--- src/rtl/ram512_burst_reader_pkg.sv ---
// Shared constants, FSM encoding and the burst-length saturation helper
// for the ram512 burst reader.
package ram512_burst_reader_pkg;

    localparam int ADDR_W    = 9;    // ram512 address width, fixed
    localparam int DATA_W    = 16;   // word width
    localparam int CNT_W     = 10;   // width of the requested word count
    localparam int RAM_WORDS = 512;  // words in one ram512

    typedef enum logic [1:0] {
        IDLE   = 2'd0,
        STREAM = 2'd1,
        DONE   = 2'd2
    } state_t;

    // Requests beyond the RAM size collapse to one full pass over the RAM.
    function automatic logic [CNT_W-1:0] sat_count(input logic [CNT_W-1:0] c);
        return (c > CNT_W'(RAM_WORDS)) ? CNT_W'(RAM_WORDS) : c;
    endfunction

endpackage

--- src/rtl/ram512_burst_reader_if.sv ---
// Command, ram512 port and output stream signals of the burst reader.
// The slave modport is the reader itself; the master modport is whatever
// issues commands, provides the RAM read data and consumes the stream.
interface ram512_burst_reader_if;
    import ram512_burst_reader_pkg::*;

    logic              start;
    logic [ADDR_W-1:0] base_addr;
    logic [CNT_W-1:0]  count;
    logic [ADDR_W-1:0] ram_address;
    logic              ram_load;
    logic [DATA_W-1:0] ram_out;
    logic [DATA_W-1:0] out_data;
    logic              out_valid;
    logic              out_ready;
    logic              busy;
    logic              done;

    modport master (
        output start, base_addr, count, ram_out, out_ready,
        input  ram_address, ram_load, out_data, out_valid, busy, done
    );

    modport slave (
        input  start, base_addr, count, ram_out, out_ready,
        output ram_address, ram_load, out_data, out_valid, busy, done
    );

endinterface

--- src/rtl/ram512_burst_reader_burst_counter.sv ---
// Burst bookkeeping: a wrapping 9-bit read address and a 10-bit count of
// words still to be fetched from the RAM.
module burst_counter
    import ram512_burst_reader_pkg::*;
(
    input  logic              clk,
    input  logic              rst_n,
    input  logic              load,
    input  logic [ADDR_W-1:0] base,
    input  logic [CNT_W-1:0]  count,
    input  logic              step,
    output logic [ADDR_W-1:0] addr,
    output logic              zero
);

    logic [CNT_W-1:0] remain_r;

    // Load a new burst, or advance one word; the address wraps 511 -> 0 by
    // plain 9-bit overflow.
    // NOTE: state registers use non-blocking assignments so every flop in the
    // design samples pre-edge values, independent of block ordering.
    always_ff @(posedge clk or negedge rst_n) begin
        if (!rst_n) begin
            addr     <= '0;
            remain_r <= '0;
        end else if (load) begin
            addr     <= base;
            remain_r <= sat_count(count);
        end else if (step) begin
            addr     <= addr + 1'b1;
            remain_r <= remain_r - 1'b1;
        end
    end

    assign zero = (remain_r == '0);

endmodule

--- src/rtl/ram512_burst_reader.sv ---
// Reads a burst of 1..512 consecutive words from a ram512 (wrapping at the
// top of memory) and streams them out over a registered valid/ready port.
module ram512_burst_reader
    import ram512_burst_reader_pkg::*;
(
    input  logic                   clk,
    input  logic                   rst_n,
    ram512_burst_reader_if.slave   bus
);

    state_t            state;
    logic [ADDR_W-1:0] addr_r;
    logic              zero;
    logic              load;
    logic              ld;
    logic [DATA_W-1:0] out_data_r;
    logic              out_valid_r;
    logic              busy_r;
    logic              done_r;

    // A zero-length command is dropped right here, so it never leaves IDLE.
    assign load = (state == IDLE) && bus.start && (bus.count != '0);

    // Fetch the next word whenever the output register is empty or being
    // drained this cycle and words remain.
    assign ld = (state == STREAM) && (!out_valid_r || bus.out_ready) && !zero;

    burst_counter u_burst_counter (
        .clk   (clk),
        .rst_n (rst_n),
        .load  (load),
        .base  (bus.base_addr),
        .count (bus.count),
        .step  (ld),
        .addr  (addr_r),
        .zero  (zero)
    );

    // The reader never writes the RAM.
    assign bus.ram_load    = 1'b0;
    assign bus.ram_address = addr_r;

    assign bus.out_data  = out_data_r;
    assign bus.out_valid = out_valid_r;
    assign bus.busy      = busy_r;
    assign bus.done      = done_r;

    // Burst FSM with the output register; busy and done are registered.
    always_ff @(posedge clk or negedge rst_n) begin
        if (!rst_n) begin
            state       <= IDLE;
            out_data_r  <= '0;
            out_valid_r <= 1'b0;
            busy_r      <= 1'b0;
            done_r      <= 1'b0;
        end else begin
            case (state)
                IDLE: begin
                    done_r <= 1'b0;
                    if (load) begin
                        busy_r <= 1'b1;
                        state  <= STREAM;
                    end
                end
                STREAM: begin
                    if (ld) begin
                        out_data_r  <= bus.ram_out;
                        out_valid_r <= 1'b1;
                    end else if (out_valid_r && bus.out_ready && zero) begin
                        // Last word taken: close the burst.
                        out_valid_r <= 1'b0;
                        busy_r      <= 1'b0;
                        done_r      <= 1'b1;
                        state       <= DONE;
                    end
                end
                DONE: begin
                    done_r <= 1'b0;
                    state  <= IDLE;
                end
                default: state <= IDLE;
            endcase
        end
    end

endmodule

--- src/flat_wrapper.sv ---
// flat-port wrapper written by rule: the top's interface ports become plain ports
module ram512_burst_reader_flat import ram512_burst_reader_pkg::*;
  (clk, rst_n, bus_start, bus_base_addr, bus_count, bus_ram_out, bus_out_ready, bus_ram_address, bus_ram_load, bus_out_data, bus_out_valid, bus_busy, bus_done);
  ram512_burst_reader_if bus_i ();
  input  logic clk;
  input  logic rst_n;
  input wire logic [$bits(bus_i.start)-1:0] bus_start;
  input wire logic [$bits(bus_i.base_addr)-1:0] bus_base_addr;
  input wire logic [$bits(bus_i.count)-1:0] bus_count;
  input wire logic [$bits(bus_i.ram_out)-1:0] bus_ram_out;
  input wire logic [$bits(bus_i.out_ready)-1:0] bus_out_ready;
  output wire logic [$bits(bus_i.ram_address)-1:0] bus_ram_address;
  output wire logic [$bits(bus_i.ram_load)-1:0] bus_ram_load;
  output wire logic [$bits(bus_i.out_data)-1:0] bus_out_data;
  output wire logic [$bits(bus_i.out_valid)-1:0] bus_out_valid;
  output wire logic [$bits(bus_i.busy)-1:0] bus_busy;
  output wire logic [$bits(bus_i.done)-1:0] bus_done;
  assign bus_i.start = bus_start;
  assign bus_i.base_addr = bus_base_addr;
  assign bus_i.count = bus_count;
  assign bus_i.ram_out = bus_ram_out;
  assign bus_i.out_ready = bus_out_ready;
  assign bus_ram_address = bus_i.ram_address;
  assign bus_ram_load = bus_i.ram_load;
  assign bus_out_data = bus_i.out_data;
  assign bus_out_valid = bus_i.out_valid;
  assign bus_busy = bus_i.busy;
  assign bus_done = bus_i.done;
  ram512_burst_reader u_core (.clk(clk), .rst_n(rst_n), .bus(bus_i));
endmodule
--- config.mk ---
export PLATFORM = sky130hd
export DESIGN_NAME = ram512_burst_reader_flat
export DESIGN_NICKNAME = d
export VERILOG_FILES = /design/src/rtl/ram512_burst_reader_pkg.sv /design/src/rtl/ram512_burst_reader_if.sv /design/src/rtl/ram512_burst_reader_burst_counter.sv /design/src/rtl/ram512_burst_reader.sv /design/src/flat_wrapper.sv
export SDC_FILE = /design/constraint.sdc
export NUM_CORES = 1
export LEC_CHECK = 0
export ABC_CLOCK_PERIOD_IN_PS = 6110
export CAP_MARGIN = 15
export CORE_ASPECT_RATIO = 2
export CORE_MARGIN = 3
export CORE_UTILIZATION = 32
export CTS_CLUSTER_DIAMETER = 80
export CTS_CLUSTER_SIZE = 12
export DETAILED_ROUTE_END_ITERATION = 10
export PLACE_DENSITY_LB_ADDON = 0.05
export SLEW_MARGIN = 20
export SYNTH_ARGS = -nofsm -noshare
export SYNTH_HDL_FRONTEND = slang
export SYNTH_SLANG_ARGS = --single-unit
--- constraint.sdc ---
create_clock -name clk -period 6.11 [get_ports clk]
set_clock_uncertainty 0.15 [all_clocks]
set_input_delay 1.222 -clock clk [delete_from_list [all_inputs] [get_ports clk]]
set_output_delay 1.222 -clock clk [all_outputs]
set_load 0.02 [all_outputs]
==> Changelog: implementation, run 1 <==
## Flow update

* Fmax at 293 MHz
* Hold Path End: u_core.bus.out_data[6]
* Setup Fix Bufs, Post-CTS at 0
* P_comb at 0.597 mW
* Seq share, synth at 0.503
* Syn_nets at 261
* FF+latch area at 1000 um^2
* WHS Path Cells at 2
* Max-Slew Margin vs Limit at 0.313
* FILL cells at 591
* Asr flop ratio synth at 1.00
* Log Warnings at 26
* Cell Type Count at 50
* P_sw at 0.521 mW
* Synthesized instance count at 220
* Die area at 7260 um^2
* H-tree depth at 2
* Cell Rows at 40
* RR Startpoint: u_core.u_burst_counter.remain_r[0]
* GPL Wtd Cong at 0.922
* Ys cells at 220
* Post-Syn Area at 1990 um^2
* Final ANT Viol Nets at 0
* Yosys stat area at 1990 um^2
* Final nets at 324
* Latency at later pin at 0.27 ns
* Drt wl/cell at 16.1 um
* Status: completed
* Slew at the pin with the worst max-slew slack at 1.03 ns
* RSZ-0062 raised after global routing: false
* Maximum Capacitance Violations at 0
* Worst-path fanout max at 15
* P per Cell Area at 495 nW/um^2
* Switching fraction of total power at 0.370
* Logic cell area at 896 um^2
* Total wire length at 5570 um
* GR Overflow Total at 0
* Critical path origin: bus_start
* Worst vdd ir at 0.213 mV
* Clk. pwr at 0.332 mW
* TritonCTS Buffers at 5
* Pin count of the biggest net entering global routing at 41
* Cell internal pwr at 0.887 mW
* Logic pwr share at 0.424
* Crit path to: u_core.u_burst_counter.addr[3]
* Router iterations before antenna repair at 4
* Top pwr grp: combinational cells
* DRC viols at 0
* Hold Crit Start: u_core.bus.out_data[6]
* CTS tree: done
* Crit Path Category: input pin to flip-flop
* Cell area leaders: dfrtp_1 50%, nand2_1 12%, o21ai_0 2.5%
* Total core area at 6010 um^2
* Vias in the first global route at 1813
* Post-synth top area cell: dfrtp_1
* Root Driver: clkbuf_16
* Period utilization at 0.558
* DPL Wire Length at 4020 um
* Overall Global Routing Usage at 0.160
* CP endpoint kind: flip-flop
* Post-CTS Resized at 0
* Worst Path Required at 6.09 ns
* # setup viols final at 0
* Clock Power Share at 0.236
* Vias after detailed routing at 1817
* Max-slew violations at 0
* Post-synth top cells: 61 x nand2_1, 40 x dfrtp_1, 11 x nor2_1
* Worst min path class: flip-flop to flip-flop
* Initial antenna violation count at 0
* Final hold violations at 0
* Initial drt markers at 88
* End of the worst register-to-register path: u_core.u_burst_counter.remain_r[1]
* Startpoint types: input pin
* Top-area cell share at 0.503
* First-pass GRT wire length at 8780 um
* Tmin final at 3.41 ns
* Worst Path Arrival at 3.38 ns
* Clock Tree Buf Depth at 2
* Placed Area at 2660 um^2
* Mean Syn Cell Area at 9.05 um^2
* CTS sink cnt at 40
* Reg2Reg Depth at 7
* Most numerous logic cell after layout: clkdlybuf4s50_1
-- run 1: cell families (layout without fill, tap and decap cells) --
kind of cell / after synthesis / in the layout / synth area share
xor gates and xnor gates: 4 / 4 / 0.0176
DFF: 40 / 40 / 0.503
AOI/OAI and AO/OA: 43 / 43 / 0.153
adders and majority gates: 2 / 2 / 0.0126
muxes: 1 / 1 / 0.00503
and+or+nand+nor: 111 / 111 / 0.259
buffers and inverters: 18 / 81 / 0.0484
other: 1 / 1 / 0.00188
-- run 1: per-layer routing --
metal,vias to the layer above,wire length (um),GRT usage
li1,887,-,-
met1,861,2160,0.187
met2,61,3060,0.278
met3,8,238,0.0296
met4,0,114,0.0531
met5,-,0,0
-- run 1: flip-flops by register name, summed over array words and instances (netlist names) --
signal / cells
u_core.bus.out_valid: 1
u_core.u_burst_counter.remain_r: 10
u_core.bus.busy: 1
u_core.bus.out_data: 16
u_core.u_burst_counter.addr: 9
u_core.state: 2
u_core.bus.done: 1
-- run 1: final cells by class --
type                    count  share of cell area
inverters                   8              0.0105
clock inverters             2              0.0211
clock buffers               5              0.0440
well taps                  63              0.0277
repair buffers             66               0.230
flip-flops and latches     40               0.352
multi-input cells         162               0.315
-- run 1: through the flow --
stage          setup slack (ns)  hold slack, ns  power [mW]  cells   util
2_1_floorplan              3.38           0.323       0.815    220      -
3_3_place_gp               2.46           0.307        1.08    339  0.443
3_5_place_dp               2.43           0.314        1.08    339  0.443
4_1_cts                    2.69           0.330        1.43    346  0.474
5_1_grt                    2.49           0.353        1.50    346  0.474
6_report                   2.70           0.322        1.41    346  0.474
-- run 1: worst max-delay path: stages --
cell and delay, ns:
clkdlybuf4s50_1 0.44, nor3b_1 0.71, nand2_1 0.61, o211ai_1 0.23, o311ai_0 0.16
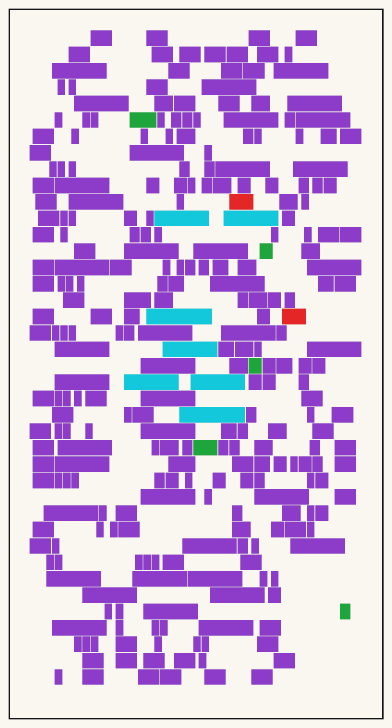
**Above:** run 1 (cell sizes after repair).
drive 1 or less -> purple  # cells 269
drive 3 to 4 -> red  # cells 2
drive 6 and up -> cyan  # cells 7
drive 2 -> green  # cells 5
Synth-to-Final Area Change: 43.0%
final setup margin: 2.70 ns

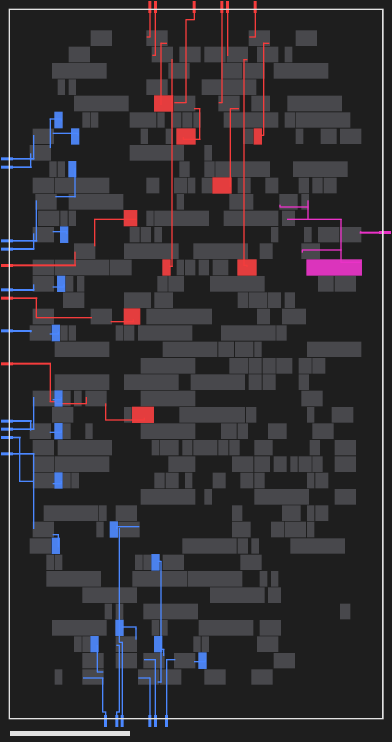
**Above:** run 1 (port wiring).
Bar = 20 um.
bus_out_valid -> magenta  # direction output, edge right, end cells 1, wire 37.2 um
bus_base_addr -> red  # direction input, edge 6 top, 3 left, end cells 9, wire 254 um
bus_ram_out -> blue  # direction input, edge 10 left, 6 bottom, end cells 16, wire 234 um
# IOs: 68
IO buf count: 66

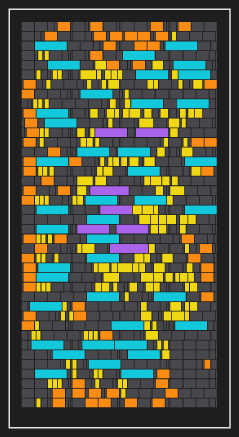
**Above:** run 1 (cell classes on the final placement).
Fill, decap, tap and diode cells in gray.
other buffers and delay cells -> orange  # cells 66, share of their area 24%
flops -> cyan  # cells 40, share of their area 36%
all other logic -> yellow  # cells 170, share of their area 33%
clock drivers and dummy loads -> purple  # cells 7, share of their area 6.7%
sequential cell area share: 0.352
fin util: 0.474
finished layout cell area: 2850 um^2

==> run 2, diff against run 1 <==
- ABC_CLOCK_PERIOD_IN_PS: 6110 -> 3100
- clock period: 6.11 -> 3.1 ns (I/O delays scaled with it)
==> run 2 against run 1 <==
Compared with the run above: clock-buffer cell count unchanged; via count up 2.5%; die area unchanged; routed wire length down 1.1%; setup slack worse by 2.3 ns; critical path depth up 3; design area about the same; core utilization about the same; sequential share of layout area about the same; clock power up about 50%; hold slack worse by 0.014 ns; combinational power up 99%; critical path type is now flip-flop to flip-flop.
==> Changelog: implementation, run 2 <==
## Flow update

* Total core area at 6010 um^2 (unchanged)
* P per Cell Area at 923 nW/um^2 (+87%)
* Top Layer Used: met4
* Overall Global Routing Usage at 0.164 (+0.00430)
* Placed insts at 345 (+1.8%)
* Startpoint types: flip-flop
* H-tree depth at 2 (unchanged)
* Mean Syn Cell Area at 9.05 um^2 (unchanged)
* Vias in the first global route at 1896 (+4.6%)
* Clock Tree Buf Depth at 2 (unchanged)
* Router iterations before antenna repair at 4 (unchanged)
* GR Util met1 at 0.189 (+0.00228)
* Met2 global-route usage at 0.282 (+0.00459)
* Max-slew violations at 0 (unchanged)
* Syn_nets at 261 (unchanged)
* Met2 WL post-DR at 3070 um (+0.36%)
* CTS tree: done
* Setup Fix Bufs, Post-CTS at 0 (unchanged)
* FILL cells at 594 (+0.51%)
* IO buf count at 66 (unchanged)
* Worst slack at placement at 0.343 ns (-2.09 ns)
* Worst Path Required at 3.12 ns (-2.97 ns)
* Placed Area at 2710 um^2 (+1.7%)
* Final ANT Viol Nets at 0 (unchanged)
* First-pass GRT wire length at 8990 um (+2.4%)
* Status: completed
* DRC viols at 0 (unchanged)
* Worst Path Arrival at 2.75 ns (-0.63 ns)
* Fmax at 366 MHz
* FF+latch area at 1000 um^2 (unchanged)
* Root Driver: clkbuf_16
* Cell area leaders: dfrtp_1 50%, nand2_1 12%, o21ai_0 2.5%
* Total wire length at 5510 um (-1.1%)
* Total power at 2.63 mW (+87%)
* CP endpoint kind: flip-flop
* Yosys stat area at 1990 um^2 (unchanged)
* Post-synth top cells: 61 x nand2_1, 40 x dfrtp_1, 11 x nor2_1
* GPL Wtd Cong at 0.856 (-7.1%)
* Final hold violations at 0 (unchanged)
* Non-filler cells, final at 352 (+1.7%)
* Post-CTS Resized at 0 (unchanged)
* Vias after detailed routing at 1862 (+2.5%)
* M3 GR Usage at 0.0362 (+0.00659)
* Cell Rows at 40 (unchanged)
* Synthesized instance count at 220 (unchanged)
* Worst-path fanout max at 19 (+4)
* # IOs at 68 (unchanged)
* Met1 Wirelength at 2050 um (-5.0%)
* CTS sink cnt at 40 (unchanged)
* Drt wl/cell at 15.7 um (-2.8%)
* Maximum Capacitance Violations at 0 (unchanged)
## run 2: path summary, 6_finish.rpt
kind / from / endpoint / slack [ns] / depth (start not counted)
min in group clk: u_core.bus.out_data[6] / u_core.bus.out_data[6] / 0.32 / 2
max in group asynchronous: rst_n / u_core.u_burst_counter.addr[8] / 1.93 / 1
min: rst_n / u_core.u_burst_counter.remain_r[7] / 0.31 / 1
max: u_core.u_burst_counter.remain_r[0] / u_core.u_burst_counter.addr[3] / 0.37 / 8
max reg2reg: u_core.u_burst_counter.remain_r[0] / u_core.u_burst_counter.addr[3] / 0.37 / 8
min reg2reg: u_core.bus.out_data[6] / u_core.bus.out_data[6] / 0.32 / 2
## run 2: power by group
| part | switching [mW] | internal (mW) | total [mW] |
|---|---|---|---|
| logic | 0.637 | 0.558 | 1.19 |
| registers | 0.184 | 0.750 | 0.934 |
| clock network | 0.205 | 0.292 | 0.497 |
| total | 1.03 | 1.60 | 2.63 |
## run 2: logic make-up after synthesis
| group | count (synthesis) | synth area share |
|---|---|---|
| compound gates | 43 | 0.153 |
| xor+xnor | 4 | 0.0176 |
| fa+ha+maj | 2 | 0.0126 |
| buf+inv | 18 | 0.0484 |
| flops | 40 | 0.503 |
| mux | 1 | 0.00503 |
| other cells | 1 | 0.00188 |
| simple gates | 111 | 0.259 |
## run 2: layout make-up
class | instances | area share
Tap cell | 63 | 0.0277
Sequential cell | 40 | 0.352
Multi-Input combinational cell | 162 | 0.315
Inverter | 8 | 0.0106
Clock inverter | 2 | 0.00440
Clock buffer | 5 | 0.0440
Timing Repair Buffer | 72 | 0.246
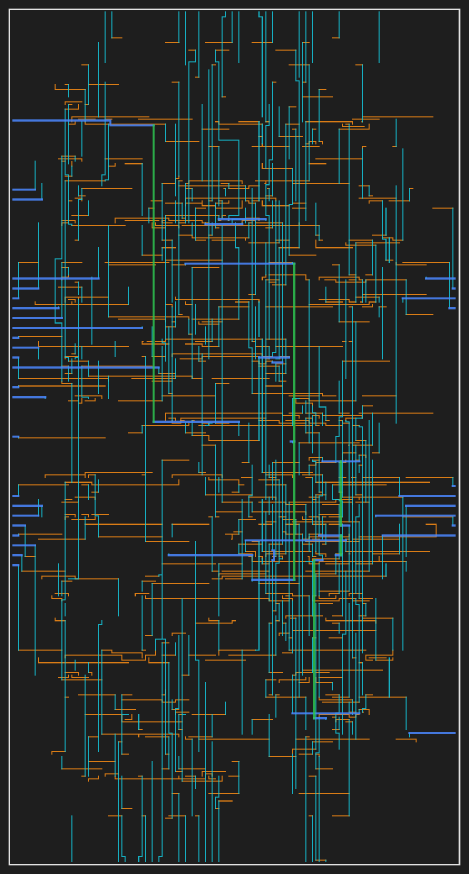
**Above:** run 2 (signal wires by layer).
met4 -> green  # wire length 118 um
met2 -> cyan  # wire length 3080 um
met1 -> orange  # wire length 2050 um
met3 -> blue  # wire length 271 um

==> run 3, diff against run 2 <==
- CORE_MARGIN: 3 -> not set
==> run 3 against run 2 <==
Compared with the run above: the run now ends with design-rule violations left; sequential share of layout area hardly changed; clock-buffer cell count increased by 1; critical endpoint is now u_core.u_burst_counter.addr[2]; design area up 0.13%; sequential power increased by 0.4%; critical path depth unchanged; first-iteration DRC count fell by 56%; largest power group unchanged; hold slack better by 0.012 ns; core utilization rose by 0.062 points; synthesized cell count did not move; synthesized area did not move; combinational power hardly changed; non-clock buffer count decreased by 1.
==> Changelog: implementation, run 3 <==
## Flow update

* First-pass GRT wire length at 8960 um (-0.30%)
* Overall Global Routing Usage at 0.181 (+0.0166)
* Total wire length at 5500 um (-0.16%)
* Failing checks: design-rule violations
* Root Driver: clkbuf_16
* Maximum Capacitance Violations at 0 (unchanged)
* Post-CTS Resized at 0 (unchanged)
* Startpoint types: flip-flop
* CP endpoint kind: flip-flop
* CTS tree: done
* Worst Path Arrival at 2.81 ns (+0.06 ns)
* Cell internal pwr at 1.62 mW (+1.5%)
* Status: complete, but fails checks
* GPL Wtd Cong at 0.866 (+1.2%)
* IO buf count at 66 (unchanged)
* Mean Syn Cell Area at 9.05 um^2 (unchanged)
* Synthesized instance count at 220 (unchanged)
* Cell Rows at 40 (unchanged)
* Post-synth top cells: 61 x nand2_1, 40 x dfrtp_1, 11 x nor2_1
* CTS sink cnt at 40 (unchanged)
* Setup Fix Bufs, Post-CTS at 0 (unchanged)
* RR Startpoint: u_core.u_burst_counter.remain_r[0]
* Vias in the first global route at 1885 (-0.58%)
* H-tree depth at 2 (unchanged)
* DRC viols at 3 (+3)
* Yosys stat area at 1990 um^2 (unchanged)
* FILL cells at 575 (-3.2%)
* Switching fraction of total power at 0.387 (-0.00426)
* Max-slew violations at 0 (unchanged)
* P_sw at 1.02 mW (-0.32%)
* Worst-path fanout max at 18 (-1)
* Worst slack at placement at 0.338 ns (-0.00594 ns)
* Syn_nets at 261 (unchanged)
* End of the worst register-to-register path: u_core.u_burst_counter.addr[2]
* Total core area at 6010 um^2 (unchanged)
* Final ANT Viol Nets at 0 (unchanged)
* Clock Power Share at 0.195 (+0.006)
* Reg2Reg Depth at 8 (unchanged)
* R2R setup slack at 0.34 ns (-0.03 ns)
* Crit path to: u_core.u_burst_counter.addr[2]
* Logic pwr share at 0.450 (-0.005)
* Placed insts at 344 (-0.29%)
* # IOs at 68 (unchanged)
run 3: cell counts after synthesis:
Identical to the previous run, type by type.
run 3: layer usage:
metal	wire [um]	global-route usage	up-vias
li1	-	-	903
met1	2090	0.188	858
met2	3060	0.345	55
met3	188	0.0261	10
met4	161	0.0778	0
met5	0	0	-
run 3: critical path, stage by stage (launching register included):
cell and delay (ns):
dfrtp_1 0.37, inv_1 0.09, ha_1 0.16, or4b_1 0.57, or4_4 0.61, nand2_4 0.22, buf_4 0.25, o21ai_0 0.09
a21oi_1 0.16
run 3: cell families (layout without fill, tap and decap cells):
| kind of cell | count (synthesis) | count (layout) | share of synthesized area |
|---|---|---|---|
| simple gates | 111 | 111 | 0.259 |
| compound gates | 43 | 43 | 0.153 |
| flops | 40 | 40 | 0.503 |
| buf+inv | 18 | 87 | 0.0484 |
| xor+xnor | 4 | 4 | 0.0176 |
| fa+ha+maj | 2 | 2 | 0.0126 |
| other cells | 1 | 1 | 0.00188 |
| mux | 1 | 1 | 0.00503 |
run 3: layout make-up:
| type | count | area, um^2 | share of cell area |
|---|---|---|---|
| repair buffers | 71 | 693 | 0.243 |
| inverters | 8 | 30.0 | 0.0105 |
| flip-flops and latches | 40 | 1000 | 0.351 |
| multi-input cells | 162 | 896 | 0.315 |
| clock inverters | 2 | 10.0 | 0.00351 |
| well taps | 63 | 78.8 | 0.0277 |
| clock buffers | 6 | 139 | 0.0488 |
run 3: power groups by stage:
stage | logic (mW) | registers, mW | clock network [mW]
detailed placement | 1.21 | 0.944 | 0
CTS | 1.21 | 0.939 | 0.531
global route | 1.32 | 0.974 | 0.550
finish | 1.19 | 0.938 | 0.516
global placement | 1.21 | 0.948 | 0
floorplan | 0.495 | 1.11 | 0
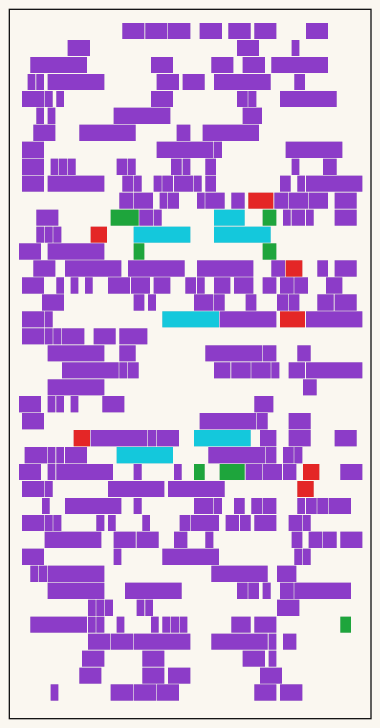
**Above:** run 3 (cell sizes after repair).
drive 3 to 4 -> red  # cells 7
drive 2 -> green  # cells 7
drive 6 and up -> cyan  # cells 6
drive 1 or less -> purple  # cells 269

Power and IR drop assume default switching activity.
